### Metal layers overlaid, run 1

Drawn at 1.5 px/um.
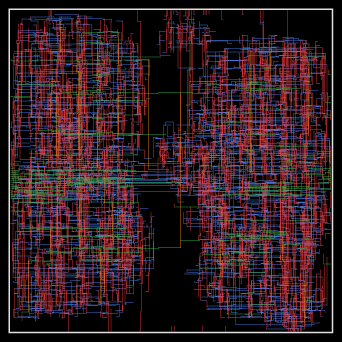
### Congestion heat map, run 1

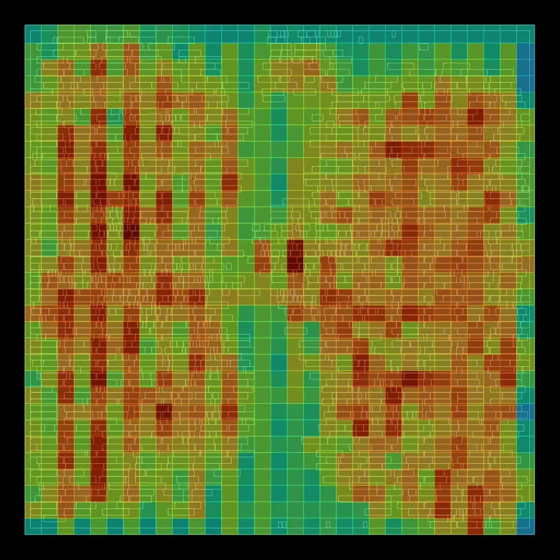
### Close-up of the layout, run 1

Region (151, 44) to (171, 64) um. Cells in grey, sequential cells in the stronger grey; small squares are vias.
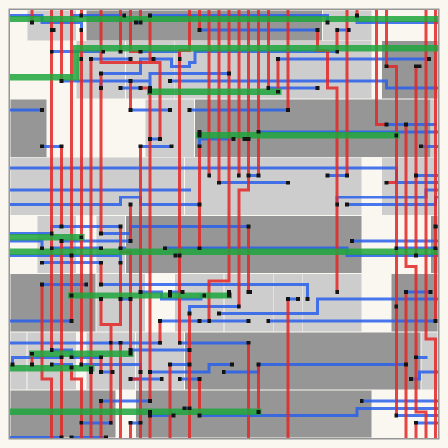
### Metal 4, run 1

Drawn at 1.5 px/um.
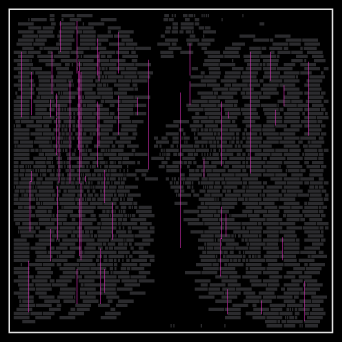
**src/rtl/j1b_io_fifo.sv**
```systemverilog
// Multi-channel byte I/O bridge between the J1 io_rd/io_wr bus and byte-serial devices.
// Each channel has a TX FIFO (CPU->device), an RX FIFO (device->CPU) and data/status registers.
module j1b_io_fifo #(
    parameter int unsigned NCHAN       = 2,
    parameter int unsigned DEPTH_LOG2  = 4,
    parameter logic [15:0] DATA_BASE   = 16'h1000,
    parameter logic [15:0] STAT_BASE   = 16'h2000,
    parameter logic [15:0] CHAN_STRIDE = 16'h0010
) (
    input  logic                 clk,
    input  logic                 resetq,
    input  logic                 io_rd,
    input  logic                 io_wr,
    input  logic [15:0]          mem_addr,
    input  logic [31:0]          dout,
    output logic [31:0]          io_din,
    output logic [8*NCHAN-1:0]   tx_data,
    output logic [NCHAN-1:0]     tx_valid,
    input  logic [NCHAN-1:0]     tx_ready,
    input  logic [8*NCHAN-1:0]   rx_data,
    input  logic [NCHAN-1:0]     rx_stb
);

    localparam int unsigned DEPTH = 1 << DEPTH_LOG2;
    localparam int unsigned PW    = DEPTH_LOG2;
    localparam int unsigned CW    = DEPTH_LOG2 + 1;
    localparam logic [CW-1:0] FULL_CNT = CW'(DEPTH);

    logic              io_rd_q;
    logic              io_wr_q;
    logic [15:0]       io_addr_q;
    logic [31:0]       dout_q;
    logic [32*NCHAN-1:0] chan_rdata;

    // Same registered decode as the j1b top: address holds between accesses.
    always_ff @(posedge clk or negedge resetq) begin
        if (!resetq) begin
            io_rd_q   <= 1'b0;
            io_wr_q   <= 1'b0;
            io_addr_q <= 16'd0;
            dout_q    <= 32'd0;
        end else begin
            io_rd_q <= io_rd;
            io_wr_q <= io_wr;
            dout_q  <= dout;
            if (io_rd | io_wr) begin
                io_addr_q <= mem_addr;
            end
        end
    end

    logic unused_dout;
    assign unused_dout = ^dout_q[31:8];

    for (genvar n = 0; n < NCHAN; n++) begin : g_chan
        localparam logic [15:0] DATA_ADDR = DATA_BASE + 16'(n) * CHAN_STRIDE;
        localparam logic [15:0] STAT_ADDR = STAT_BASE + 16'(n) * CHAN_STRIDE;

        logic [7:0]    tx_mem [DEPTH];
        logic [7:0]    rx_mem [DEPTH];
        logic [PW-1:0] tx_rd_q, tx_wr_q, rx_rd_q, rx_wr_q;
        logic [CW-1:0] tx_cnt_q, rx_cnt_q;
        logic          tx_ovr_q, rx_ovf_q;

        logic data_hit, stat_hit, cpu_wr, cpu_rd, stat_wr;
        logic tx_empty, tx_full, rx_empty, rx_full;
        logic tx_push, tx_pop, rx_push, rx_pop, tx_ovr_set, rx_ovf_set;
        logic [7:0]  rx_head;
        logic [7:0]  rx_occ;
        logic [31:0] rdata;

        always_comb begin
            data_hit   = (io_addr_q == DATA_ADDR);
            stat_hit   = (io_addr_q == STAT_ADDR);
            cpu_wr     = io_wr_q & data_hit;
            cpu_rd     = io_rd_q & data_hit;
            stat_wr    = io_wr_q & stat_hit;
            tx_empty   = (tx_cnt_q == '0);
            tx_full    = (tx_cnt_q == FULL_CNT);
            rx_empty   = (rx_cnt_q == '0);
            rx_full    = (rx_cnt_q == FULL_CNT);
            // A same-cycle pop frees the slot, so a full FIFO can still accept.
            tx_pop     = tx_ready[n] & ~tx_empty;
            tx_push    = cpu_wr & (~tx_full | tx_pop);
            tx_ovr_set = cpu_wr & tx_full & ~tx_pop;
            rx_pop     = cpu_rd & ~rx_empty;
            rx_push    = rx_stb[n] & (~rx_full | rx_pop);
            rx_ovf_set = rx_stb[n] & rx_full & ~rx_pop;
            rx_head    = rx_empty ? 8'd0 : rx_mem[rx_rd_q];
            rx_occ     = 8'(rx_cnt_q);
        end

        always_comb begin
            rdata = 32'd0;
            if (data_hit) begin
                rdata = {24'd0, rx_head};
            end else if (stat_hit) begin
                rdata = {16'd0, rx_occ, 3'd0, tx_empty, tx_ovr_q, rx_ovf_q, ~rx_empty, ~tx_full};
            end
        end

        always_ff @(posedge clk or negedge resetq) begin
            if (!resetq) begin
                tx_rd_q  <= '0;
                tx_wr_q  <= '0;
                tx_cnt_q <= '0;
                tx_ovr_q <= 1'b0;
                rx_rd_q  <= '0;
                rx_wr_q  <= '0;
                rx_cnt_q <= '0;
                rx_ovf_q <= 1'b0;
            end else begin
                if (tx_push) tx_wr_q <= tx_wr_q + PW'(1);
                if (tx_pop)  tx_rd_q <= tx_rd_q + PW'(1);
                if (rx_push) rx_wr_q <= rx_wr_q + PW'(1);
                if (rx_pop)  rx_rd_q <= rx_rd_q + PW'(1);
                tx_cnt_q <= tx_cnt_q + CW'(tx_push) - CW'(tx_pop);
                rx_cnt_q <= rx_cnt_q + CW'(rx_push) - CW'(rx_pop);
                // W1C with set taking priority over a same-cycle clear.
                tx_ovr_q <= tx_ovr_set | (tx_ovr_q & ~(stat_wr & dout_q[3]));
                rx_ovf_q <= rx_ovf_set | (rx_ovf_q & ~(stat_wr & dout_q[2]));
            end
        end

        always_ff @(posedge clk) begin
            if (tx_push) tx_mem[tx_wr_q] <= dout_q[7:0];
            if (rx_push) rx_mem[rx_wr_q] <= rx_data[8*n +: 8];
        end

        assign tx_valid[n]           = ~tx_empty;
        assign tx_data[8*n +: 8]     = tx_empty ? 8'd0 : tx_mem[tx_rd_q];
        assign chan_rdata[32*n +: 32] = rdata;
    end

    // Addresses are disjoint, so at most one channel drives non-zero read data.
    always_comb begin
        io_din = 32'd0;
        for (int unsigned n = 0; n < NCHAN; n++) begin
            io_din = io_din | chan_rdata[32*n +: 32];
        end
    end

endmodule

```
**config.mk**
```make
export PLATFORM = sky130hd
export DESIGN_NAME = j1b_io_fifo
export DESIGN_NICKNAME = d
export VERILOG_FILES = /design/src/rtl/j1b_io_fifo.sv
export SDC_FILE = /design/constraint.sdc
export NUM_CORES = 1
export LEC_CHECK = 0
export CAP_MARGIN = 15
export CORE_MARGIN = 2
export CORE_UTILIZATION = 55
export CTS_CLUSTER_DIAMETER = 30
export DETAILED_ROUTE_END_ITERATION = 16
export GPL_ROUTABILITY_DRIVEN = 0
export PLACE_DENSITY = 0.85
export SLEW_MARGIN = 20
export SYNTH_ARGS = -nofsm -noshare
export SYNTH_HDL_FRONTEND = slang
export SYNTH_SLANG_ARGS = --single-unit
export TNS_END_PERCENT = 10
```
**constraint.sdc**
```tcl
create_clock -name clk -period 4.4 [get_ports clk]
set_input_delay 0.66 -clock clk [delete_from_list [all_inputs] [get_ports clk]]
set_output_delay 0.66 -clock clk [all_outputs]
set_load 0.005 [all_outputs]
```
==> flow_summary.yaml, run 1 <==
# yosys + openroad results
status:
  status: "complete, no violations"
timing:
  tns_ns: 0
  tightest_slew_ns: 1.101
  fin_skew_ns: 0.02667
  slew_headroom: 0.2657
  rsz0062_at_grt: "false"
  fin_crit_sh: 0.9559
  final_max_slew_viol_count: 0
  fmax_ghz: 0.2378
routing:
  drt-initial-drc-count: 1184
  post_drt_via_cell_ratio: 5.952
  vias: 12690
  wl_met2_um: 28500
  dr.max_layer_used: "met4"
  wl_met3_um: 4136
  dr.pass1.iters: 5
  drc_errors: 0
finish:
  area_growth_pct: 21.96
  layout-drive-gt1-share: 0.2851
synth:
  ff_type: "edfxtp_1"
  ys_seq_share: 0.7146
  edf_count: 512
  yosysUniqueCellTypes: 51
  ys_chip_area_um2: 24390
  syn_area_um2: 24390
  numSynthFlops: 594
  synthMostInstantiatedCell: "edfxtp_1"
worst_setup_path:
  crit_chain: "nor4_4 > nand4_2 > or3b_1 > o221ai_1 > clkdlybuf4s50_1"
  worstSetupStartpointType: "register"
  startpoint: "io_addr_q[9]"
  endpoint_kind: "primary output"
  cp_num_cells: 5
  critical_path_class: "reg -> out"
  cp_data_arrival_time_ns: 3.55
cts:
  cts_inserted_buffers: 103
  clk_latency_ns: 0.64
  cts_max_level: 3
  postCtsResizedCells: 2
hold_path:
  min_path_type: "in -> async"
floorplan:
  initCoreUtil: 0.5539
  rows: 77
  chipArea_um2: 46040
grt:
  use_met2: 0.4180
  grt.overflow.total: 0
  antenna_found_initial: 0
  grt_use_met1: 0.3022
place:
  port_buffers: 78
Notes on 'Metal layers overlaid' above:
| layer | colour | wire length |
|---|---|---|
| M1 | blue | 20.8 mm |
| M4 | orange | 1620 um |
| M2 | red | 28.5 mm |
| M3 | green | 4140 um |
Total GRT Usage: 0.2449
Post-Route WL: 55030 um

Notes on 'Congestion heat map' above:
GRT Max-Usage Layer: met2
WL per Instance: 25.81 um

Notes on 'Close-up of the layout' above:
| layer | colour |
|---|---|
| M1 | blue |
| M3 | green |
| M2 | red |
cells with their middle in the window: 23
netlist names of flops here include: `g_chan.tx_mem` (5)
most frequent: and3_1 (9), edfxtp_1 (5)
sequential cells in the window: 5

Notes on 'Metal 4' above:
longest straight run: 103 um
main direction: vertical
nets with wire on the layer: 30
share of all routed wire: 2.9%

-- run 1: final cells by class --
cell class / count / area share
tap: 592 / 0.02490
clock inverter: 78 / 0.03126
sequential: 594 / 0.5863
timing repair buffer: 138 / 0.04299
multi-input combinational: 570 / 0.2186
inverter: 44 / 0.005553
clock buffer: 116 / 0.09040
-- run 1: where the power goes --
part	internal, W	leakage [nW]	switching [W]	total, W
Sequential	0.00659	5.57	0.000559	0.00715
Clock	0.00538	1.74	0.00283	0.00820
Combinational	0.00178	2.96	0.00147	0.00325
Total	0.0137	10.3	0.00485	0.0186
-- run 1: sequential cells by signal, indices dropped and copies added (netlist names) --
| name | flops |
|---|---|
| g_chan.tx_ovr_q | 2 |
| io_wr_q | 1 |
| g_chan.tx_cnt_q | 10 |
| g_chan.tx_rd_q | 8 |
| dout_q | 8 |
| io_rd_q | 1 |
| g_chan.rx_ovf_q | 2 |
| g_chan.rx_mem | 256 |
| g_chan.tx_wr_q | 8 |
| g_chan.rx_rd_q | 8 |
| g_chan.tx_mem | 256 |
| g_chan.rx_cnt_q | 10 |
| g_chan.rx_wr_q | 8 |
| io_addr_q | 16 |
-- run 1: worst min path at each step --
stage / slack [ns] / cells past startpoint / end / from
3_5_place_dp: 0.49 / 1 / g_chan[1].rx_ovf_q / g_chan[1].rx_ovf_q
6_report: 0.10 / 1 / dout_q[3] / resetq
3_3_place_gp: 0.47 / 2 / g_chan[1].tx_ovr_q / g_chan[1].tx_ovr_q
2_1_floorplan: 0.36 / 0 / dout_q[0] / resetq
4_1_cts: 0.12 / 1 / dout_q[3] / resetq
5_1_grt: 0.16 / 1 / dout_q[3] / resetq
-- run 1: through the flow --
stage               area (um2)  power (W)  utilization  std cells  setup WS, ns
floorplan                24450   0.009177            -       1291         1.334
global placement         26100    0.01018       0.5927       1938        0.5369
detailed placement       26100    0.01036       0.5927       1938        0.4043
CTS                      29730    0.01871       0.6752       2132        0.1170
global route             29740    0.01920       0.6756       2132       0.06960
finish                   29740    0.01860       0.6756       2132        0.1941
-- run 1: logic make-up after synthesis --
| kind of cell | synth area share |
|---|---|
| muxes | 0.1604 |
| AOI/OAI and AO/OA | 0.01308 |
| adders and majority gates | 0.02586 |
| buffers and inverters | 0.02355 |
| xor gates and xnor gates | 0.01437 |
| and+or+nand+nor | 0.04802 |
| DFF | 0.7146 |
| other | 0.0001538 |
-- run 1: cell usage in the layout, fill, tap and decap left out, types with 7 or more instances in the layout --
cell type	synthesis	final
clkbuf_1	39	9
edfxtp_1	512	512
nand2_1	30	30
nor4_1	8	7
bufinv_16	0	16
clkdlybuf4s50_1	0	77
buf_4	20	57
mux2_2	36	36
mux4_2	141	141
inv_6	0	10
clkinv_2	0	14
clkinv_4	0	13
nand4_1	12	12
inv_1	44	44
dfrtp_1	82	72
nand3_1	8	8
xnor2_1	32	32
clkbuf_16	0	105
a21oi_1	17	17
nor2_1	41	38
ha_1	44	44
and3_1	20	20
mux2i_1	33	33
dfrtp_2	0	10
and2_1	29	29
conb_1	1	19
nor3_1	17	17
clkinvlp_4	0	12
clkinv_1	0	9
xor2_1	8	8
nor3b_1	7	7
## Run 2: what changed since run 1
CORE_ASPECT_RATIO = 1.5   (was default)
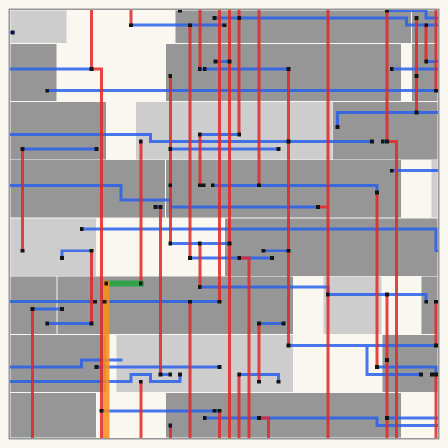
*Close-up of the layout, run 2*
Region (122, 55) to (142, 75) um. Cells in grey, sequential cells in the stronger grey; small squares are vias.
| layer | colour |
|---|---|
| M4 | orange |
| M2 | red |
| M3 | green |
| M1 | blue |
cells with their middle in the window: 10
most frequent: edfxtp_1 (7)
netlist names of flops here include: `g_chan.tx_mem` (7)
sequential cells in the window: 7

==> flow_summary.yaml, run 2 <==
# yosys + openroad results
worst_setup_path:
  worstSetupStartpointType: "register"
  crit_chain: "mux4_2 > mux2_2 > a21oi_1 > o221ai_1 > clkdlybuf4s50_1"
  critical_path_class: "reg -> out"
routing:
  dr.pass1.iters: 7
  post_drt_via_cell_ratio: 5.900
  drc_errors: 0
  wl_per_cell_um: 23.90
  vias: 12150
grt:
  antenna_found_initial: 0
finish:
  final_common_cell: "edfxtp_1"
  largestRegisters: "g_chan.rx_mem: 256 flops, g_chan.tx_mem: 256 flops, io_addr_q: 16 flops"
  layout-drive-gt1-share: 0.2581
floorplan:
  rows: 94
cts:
  clk_latency_ns: 0.59
  cts_inserted_buffers: 77
synth:
  ys_chip_area_um2: 24390
  syn_area_um2: 24390
  edf_count: 512
status:
  status: "complete, no violations"
power:
  switching_share: 0.2680
  pwr-share-comb: 0.191
## run 2: cell counts after synthesis
Identical to the previous run, type by type.
## run 2: layout make-up
type	instances	area, um2	area share
well taps	576	720.7	0.02521
repair buffers	134	1249	0.04367
flip-flops and latches	594	17430	0.6098
multi-input cells	570	6472	0.2264
clock buffers	83	1981	0.06927
inverters	44	165.2	0.005777
clock inverters	59	569.3	0.01991
## run 2: routing by layer
layer  up-vias  track usage  routed length, um
met5         -            0                  0
met2       426       0.3998              26880
met3       119      0.04094               2637
met1      6267       0.2632              18140
met4         0      0.08356               1563
li1       5341            -                  -
## run 2: worst max-delay path, delay by kind of cell (launching register included)
kind	cells	cell delay [ns]
buffers and inverters	1	0.53
AND-OR/OR-AND	2	0.60
multiplexers	2	0.92
flip-flops	1	0.83
## run 2: stage by stage
stage | area, um2 | total power (W) | setup slack (ns)
after floorplan | 24450 | 0.009177 | 1.334
after global placement | 26040 | 0.01014 | 0.8818
after detailed placement | 26040 | 0.01029 | 0.7708
after CTS | 28590 | 0.01639 | 0.2018
after global routing | 28590 | 0.01692 | 0.08402
final | 28590 | 0.01625 | 0.2604
## run 2: kinds of logic after synthesis
logic type | Yosys count | synth area share
DFF | 594 | 0.7146
muxes | 210 | 0.1604
and+or+nand+nor | 204 | 0.04802
buffers and inverters | 127 | 0.02355
AOI/OAI and AO/OA | 49 | 0.01308
adders and majority gates | 48 | 0.02586
xor gates and xnor gates | 40 | 0.01437
other | 1 | 0.0001538
## run 2: power groups by stage
stage	Sequential, W	Combinational, W	Clock (W)
4_1_cts	0.00710	0.00314	0.00615
3_5_place_dp	0.00720	0.00309	0
3_3_place_gp	0.00715	0.00299	0
6_report	0.00709	0.00310	0.00606
5_1_grt	0.00716	0.00339	0.00638
2_1_floorplan	0.00686	0.00231	0
## run 2: path summary, 6_finish.rpt
kind / from / cells past startpoint / to
worst min-delay path: resetq / 1 / dout_q[7]
worst max register to register: io_addr_q[9] / 15 / g_chan[0].rx_cnt_q[4]
worst max-delay path: g_chan[0].rx_rd_q[0] / 5 / io_din[1]
max in group asynchronous: resetq / 2 / g_chan[0].rx_rd_q[0]
min in group clk: g_chan[1].tx_ovr_q / 2 / g_chan[1].tx_ovr_q
worst min register to register: g_chan[1].tx_ovr_q / 2 / g_chan[1].tx_ovr_q
Power is estimated from default activity; no workload was simulated.
